## src/rtl/pipelined_cla_addsub.sv

```systemverilog
// Pipelined carry-lookahead adder/subtractor with valid/ready stream handshake.
// One WIDTH/STAGES-bit slice is resolved per stage; slice carries are registered.
module pipelined_cla_addsub #(
    parameter int WIDTH  = 64,
    parameter int STAGES = 4,
    parameter int GROUP  = 4
) (
    input  logic             clk,
    input  logic             rst,
    input  logic             in_valid,
    output logic             in_ready,
    input  logic [WIDTH-1:0] a,
    input  logic [WIDTH-1:0] b,
    input  logic             cin,
    input  logic             sub,
    output logic             out_valid,
    input  logic             out_ready,
    output logic [WIDTH-1:0] sum,
    output logic             cout,
    output logic             overflow,
    output logic             zero,
    output logic             negative
);

    localparam int S = WIDTH / STAGES;

    generate
        if (STAGES < 1 || GROUP < 2 || (WIDTH % (STAGES * GROUP)) != 0) begin : g_bad_cfg
            $error("pipelined_cla_addsub: WIDTH must be a multiple of STAGES*GROUP");
        end
    endgenerate

    function automatic int calc_levels();
        int n;
        int l;
        n = 1;
        l = 0;
        while (n < S) begin
            n = n * GROUP;
            l++;
        end
        return (l < 1) ? 1 : l;
    endfunction

    localparam int LV = calc_levels();

    typedef struct packed {
        logic             v;
        logic [WIDTH-1:0] a;
        logic [WIDTH-1:0] b;
        logic [WIDTH-1:0] s;
        logic             c;
        logic             z;
    } stage_t;

    // Node i of level l spans GROUP^l bits; P/G are folded upward, carries pushed down.
    function automatic logic [S:0] cla_slice(
        input logic [S-1:0] x,
        input logic [S-1:0] y,
        input logic         ci
    );
        logic [S-1:0] p [LV+1];
        logic [S-1:0] g [LV+1];
        logic [S-1:0] c [LV+1];
        logic         pr;
        logic         gr;
        logic         cr;
        int           idx;
        p[0] = x ^ y;
        g[0] = x & y;
        for (int l = 1; l <= LV; l++) begin
            p[l] = '0;
            g[l] = '0;
            for (int i = 0; i < S; i++) begin
                pr = 1'b1;
                gr = 1'b0;
                for (int j = 0; j < GROUP; j++) begin
                    idx = i * GROUP + j;
                    if (idx < S) begin
                        gr = g[l-1][idx] | (p[l-1][idx] & gr);
                        pr = pr & p[l-1][idx];
                    end
                end
                p[l][i] = pr;
                g[l][i] = gr;
            end
        end
        for (int l = 0; l <= LV; l++) begin
            c[l] = '0;
        end
        c[LV][0] = ci;
        for (int l = LV; l >= 1; l--) begin
            for (int i = 0; i < S; i++) begin
                cr = c[l][i];
                for (int j = 0; j < GROUP; j++) begin
                    idx = i * GROUP + j;
                    if (idx < S) begin
                        c[l-1][idx] = cr;
                        cr = g[l-1][idx] | (p[l-1][idx] & cr);
                    end
                end
            end
        end
        return {g[LV][0] | (p[LV][0] & ci), p[0] ^ c[0]};
    endfunction

    stage_t st_q [STAGES+1];
    stage_t st_d [STAGES+1];
    logic   adv;

    assign adv      = !st_q[STAGES].v || out_ready;
    assign in_ready = adv;

    always_comb begin
        logic [S:0] res;
        res     = '0;
        st_d[0] = '{
            v: in_valid,
            a: a,
            b: sub ? ~b : b,
            s: '0,
            c: sub ^ cin,
            z: 1'b1
        };
        for (int k = 0; k < STAGES; k++) begin
            res = cla_slice(st_q[k].a[k*S +: S], st_q[k].b[k*S +: S], st_q[k].c);
            st_d[k+1]            = st_q[k];
            st_d[k+1].s[k*S +: S] = res[S-1:0];
            st_d[k+1].c          = res[S];
            st_d[k+1].z          = st_q[k].z & (res[S-1:0] == '0);
        end
    end

    always_ff @(posedge clk) begin
        if (rst) begin
            for (int k = 0; k <= STAGES; k++) begin
                st_q[k] <= '0;
            end
        end else if (adv) begin
            for (int k = 0; k <= STAGES; k++) begin
                st_q[k] <= st_d[k];
            end
        end
    end

    assign out_valid = st_q[STAGES].v;
    assign sum       = st_q[STAGES].s;
    assign cout      = st_q[STAGES].c;
    assign zero      = st_q[STAGES].z;
    assign negative  = st_q[STAGES].s[WIDTH-1];
    assign overflow  = (st_q[STAGES].a[WIDTH-1] == st_q[STAGES].b[WIDTH-1])
                    && (st_q[STAGES].s[WIDTH-1] != st_q[STAGES].a[WIDTH-1]);

endmodule

```

## config.mk

```make
export PLATFORM = sky130hd
export DESIGN_NAME = pipelined_cla_addsub
export DESIGN_NICKNAME = d
export VERILOG_FILES = /design/src/rtl/pipelined_cla_addsub.sv
export SDC_FILE = /design/constraint.sdc
export NUM_CORES = 1
export LEC_CHECK = 0
export CORE_AREA = 2 2 242 268
export DETAILED_ROUTE_END_ITERATION = 7
export DIE_AREA = 0 0 244 270
export GPL_TIMING_DRIVEN = 0
export MAX_ROUTING_LAYER = met4
export PLACE_DENSITY = 0.64
export SYNTH_ARGS = -nofsm -noshare
export SYNTH_HDL_FRONTEND = slang
export SYNTH_SLANG_ARGS = --single-unit
export TNS_END_PERCENT = 30
```

## constraint.sdc

```tcl
create_clock -name clk -period 10.3 [get_ports clk]
set_input_delay 2.06 -clock clk [delete_from_list [all_inputs] [get_ports clk]]
set_output_delay 2.06 -clock clk [all_outputs]
set_load 0.05 [all_outputs]
```

**Clock network drawn from the DEF**

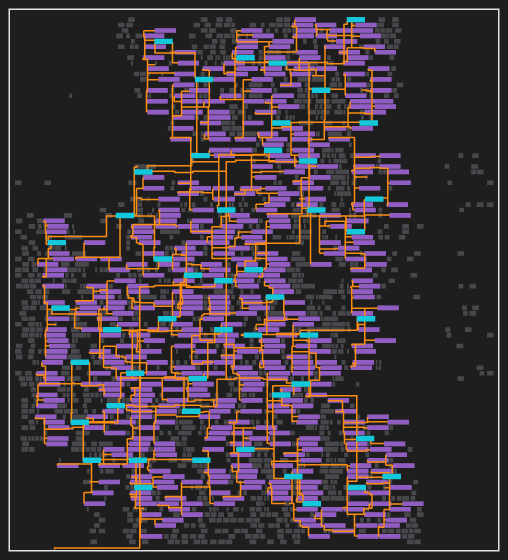
Key: cyan = clock-net drivers [count 48]; purple = flip-flops [count 497]; orange = clock wires [length 5890 µm]
There are 49 routed clock nets.
worst skew pair latency: 0.60 ns
part of the total power dissipated in the clock network: 37.3%
largest clock skew in the final design: 0.0356 ns
clock network power: 1620 µW

**Cells coloured by class**

Fill, decap, tap and diode cells in grey.
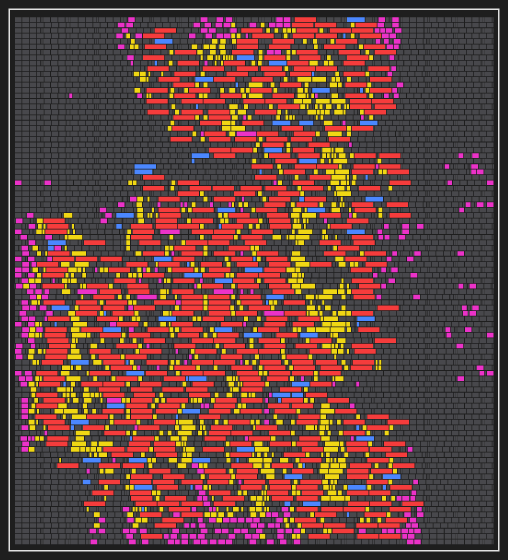
Key: blue = clock drivers and dummy loads [cells 86]; red = registers [cells 497]; magenta = remaining buffers and delay cells [cells 334]; yellow = remaining logic cells [cells 839]

**Routing congestion map**

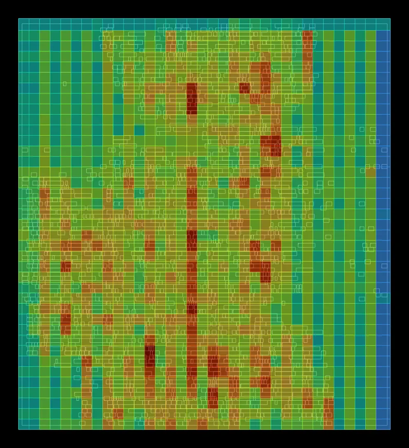
GRT met2 Usage: 22.9%
global routing met3 resource utilization: 2.43%

**Metal 1**

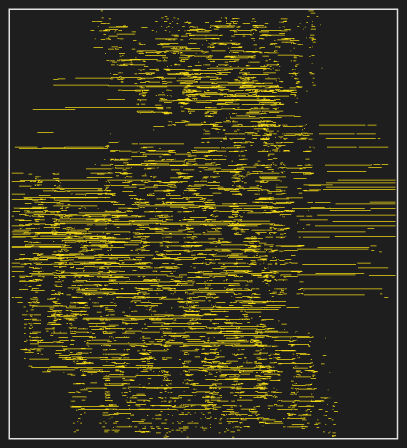
The layer carries 17600 µm of wire. The layer holds 41% of the routed length. 1866 nets have wire on it. The wires run mostly horizontal. The longest straight run is 72.0 µm.

**Wires at chosen ports, followed through buffers**

The bar under the picture is 50 µm long.
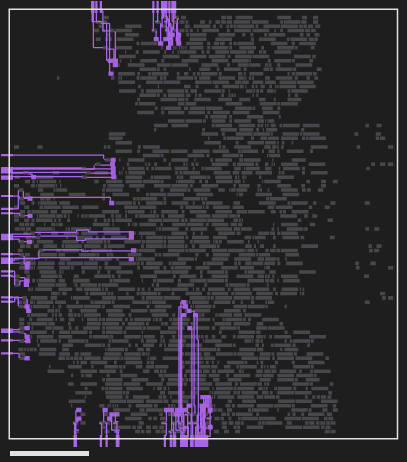
Key: purple = `b` [bits 64, direction input, edge 26 south, 24 west, 14 north, end cells 64, buffers 64, wire 2110 µm]

==> impl_results.html <==
<!-- implementation run metrics -->
<table>
<tr><th>Metric</th><th>Value</th></tr>
<tr><th colspan="2">Outcome</th></tr>
<tr><td>Result of the run</td><td>finished clean</td></tr>
<tr><th colspan="2">Pwr</th></tr>
<tr><td>Total power</td><td>4360 µW</td></tr>
<tr><td>Pwr per Cell Area</td><td>164 nW/µm²</td></tr>
<tr><td>Sequential power</td><td>2370 µW</td></tr>
<tr><td>Worst IR Drop VDD</td><td>0.113 mV</td></tr>
<tr><td>Switching part of the total power</td><td>22.4%</td></tr>
<tr><td>Top contributor to total power</td><td>sequential cells</td></tr>
<tr><td>Fraction of power consumed by sequential logic</td><td>54.4%</td></tr>
<tr><td>Leakage component of the power</td><td>0.0111 µW</td></tr>
<tr><th colspan="2">Drt</th></tr>
<tr><td>Met2 WL</td><td>21700 µm</td></tr>
<tr><td>Max Used Layer</td><td>met4</td></tr>
<tr><td>Post-detailed-routing wire length</td><td>42500 µm</td></tr>
<tr><td>Drt drc</td><td>0</td></tr>
<tr><td>Post-detailed-route wirelength per cell</td><td>16.3 µm</td></tr>
<tr><th colspan="2">Synth</th></tr>
<tr><td>Synthesized netlist net count</td><td>1707</td></tr>
<tr><td>Mapped cell area</td><td>22000 µm²</td></tr>
<tr><td>Synth top area cells</td><td>sky130_fd_sc_hd__edfxtp_1 (68%), sky130_fd_sc_hd__and2_1 (11%), sky130_fd_sc_hd__fa_1 (4.4%)</td></tr>
<tr><td>Synth Instances</td><td>1461</td></tr>
<tr><td>Post-synth area from yosys stat</td><td>22000 µm²</td></tr>
<tr><td>Ys cells</td><td>1461</td></tr>
<tr><td>Syn. warnings</td><td>0</td></tr>
<tr><th colspan="2">Hold path</th></tr>
<tr><td>Cells on Worst Hold Path</td><td>1</td></tr>
<tr><td>Min-delay worst type</td><td>register to register</td></tr>
<tr><th colspan="2">GRT</th></tr>
<tr><td>First-pass GRT wire length</td><td>64800 µm</td></tr>
<tr><td>Via count of the first global-routing pass</td><td>11600</td></tr>
<tr><td>Most utilized layer in the global route result</td><td>met2</td></tr>
<tr><td>Initial antenna violation count</td><td>1</td></tr>
<tr><td>Maximum number of pins on one net before global-route repair</td><td>73</td></tr>
<tr><th colspan="2">Place</th></tr>
<tr><td>Global placement routability congestion</td><td>0.869</td></tr>
<tr><td>Final HPWL from detailed placement</td><td>31500 µm</td></tr>
<tr><th colspan="2">STA</th></tr>
<tr><td>Worst-case headroom to the max-slew limit</td><td>21.2%</td></tr>
<tr><td>Achievable frequency</td><td>182 MHz</td></tr>
<tr><td>Setup total negative slack</td><td>0 ns</td></tr>
<tr><td>Final Hold Slack</td><td>0.492 ns</td></tr>
<tr><th colspan="2">Worst setup path</th></tr>
<tr><td>Crit path cell chain</td><td>clkdlybuf4s50_1 -&gt; nand2b_2 -&gt; clkdlybuf4s50_1</td></tr>
<tr><td>Crit Path Category</td><td>input pin to output pin</td></tr>
<tr><td>Cell mode on critical path</td><td>sky130_fd_sc_hd__clkdlybuf4s50_1</td></tr>
<tr><td>Arrival time at the worst endpoint</td><td>3.44 ns</td></tr>
<tr><th colspan="2">Die</th></tr>
<tr><td># IOs</td><td>204</td></tr>
<tr><td>Standard-cell rows</td><td>97</td></tr>
<tr><td>Core Region</td><td>63200 µm²</td></tr>
<tr><td>Die height</td><td>270 µm</td></tr>
<tr><th colspan="2">Clocking</th></tr>
<tr><td>Clock input transition at the sequential cells of the worst setup and hold paths</td><td>0.06 ns</td></tr>
<tr><td>Clk sinks</td><td>497</td></tr>
<tr><td>Post-CTS setup buffer count</td><td>0</td></tr>
<tr><td>Total of cells resized after clock tree synthesis</td><td>0</td></tr>
<tr><td>Count of hold-fix buffers inserted at cts</td><td>0</td></tr>
<tr><td>Clock tree from TritonCTS</td><td>done</td></tr>
<tr><th colspan="2">Run</th></tr>
<tr><td>Maxcap violations</td><td>0</td></tr>
<tr><th colspan="2">Final layout</th></tr>
<tr><td>Post-layout instance area</td><td>26700 µm²</td></tr>
<tr><td>Post-Route Utilization</td><td>42.2%</td></tr>
<tr><td>Footprint of the flip-flops and latches</td><td>14900 µm²</td></tr>
</table>
## cells by family (layout without fill, tap and decap cells)
kind of cell / Yosys count / after routing / synth area share [%]
compound gates: 57 / 57 / 1.70
buf+inv: 148 / 443 / 3.94
fa+ha+maj: 112 / 112 / 8.02
other cells: 0 / 2 / 0
flops: 497 / 497 / 68.0
simple gates: 566 / 566 / 15.1
xor+xnor: 81 / 81 / 3.23
## stage by stage
step	setup slack (ns)	instances
floorplan	1.30	1461
global placement	-0.903	2504
detailed placement	4.81	2511
CTS	4.80	2597
global route	4.73	2598
finish	4.80	2599
## synth_stat cells (all sizes together) (2+ instances only)
| master | count |
|---|---|
| a211o | 2 |
| a211oi | 6 |
| a21o | 8 |
| a21oi | 21 |
| a41oi | 2 |
| and2 | 403 |
| and3 | 2 |
| and4 | 2 |
| buf | 83 |
| clkbuf | 42 |
| edfxtp | 497 |
| fa | 48 |
| ha | 64 |
| inv | 23 |
| nand2 | 16 |
| nand2b | 4 |
| nand3 | 10 |
| nand4 | 9 |
| nor2 | 101 |
| nor3 | 4 |
| nor4 | 4 |
| o21ai | 10 |
| o221ai | 3 |
| or4 | 4 |
| or4b | 4 |
| xnor2 | 81 |
## critical path: cells and delay by family
kind / cells / cell delay, ns
buffers and inverters: 2 / 1.25
AND/OR/NAND/NOR: 1 / 0.13
## cell usage in the layout, fill, tap and decap left out, types with 8 or more instances in the layout
cell type | Yosys | final
sky130_fd_sc_hd__a21o_1 | 8 | 8
sky130_fd_sc_hd__a21oi_1 | 21 | 21
sky130_fd_sc_hd__and2_1 | 399 | 399
sky130_fd_sc_hd__buf_2 | 17 | 17
sky130_fd_sc_hd__buf_4 | 66 | 66
sky130_fd_sc_hd__clkbuf_1 | 10 | 28
sky130_fd_sc_hd__clkbuf_16 | 0 | 48
sky130_fd_sc_hd__clkbuf_2 | 32 | 32
sky130_fd_sc_hd__clkdlybuf4s50_1 | 0 | 202
sky130_fd_sc_hd__edfxtp_1 | 497 | 497
sky130_fd_sc_hd__fa_1 | 48 | 48
sky130_fd_sc_hd__ha_1 | 64 | 64
sky130_fd_sc_hd__inv_1 | 22 | 22
sky130_fd_sc_hd__nand2_1 | 16 | 16
sky130_fd_sc_hd__nand3_1 | 10 | 10
sky130_fd_sc_hd__nand4_1 | 9 | 9
sky130_fd_sc_hd__nor2_1 | 101 | 101
sky130_fd_sc_hd__o21ai_0 | 10 | 10
sky130_fd_sc_hd__xnor2_1 | 81 | 81
## final cells by class
cell class	count	area share, %
diodes	2	0.0188
plain buffers	125	2.92
clock buffers	66	4.76
clock inverters	20	0.615
inverters	23	0.324
multi-input cells	816	23.2
flip-flops and latches	497	56.0
well taps	841	3.95
repair buffers	209	8.28
## path summary, 6_finish.rpt
| kind | endpoint | from | slack (ns) |
|---|---|---|---|
| max | in_ready | out_ready | 4.80 |
| min | st_q[0][589] | st_q[0][394] | 0.49 |
| min reg2reg | st_q[0][589] | st_q[0][394] | 0.49 |
| max reg2reg | st_q[0][390] | st_q[0][279] | 5.81 |
Power is estimated from default activity; no workload was simulated.
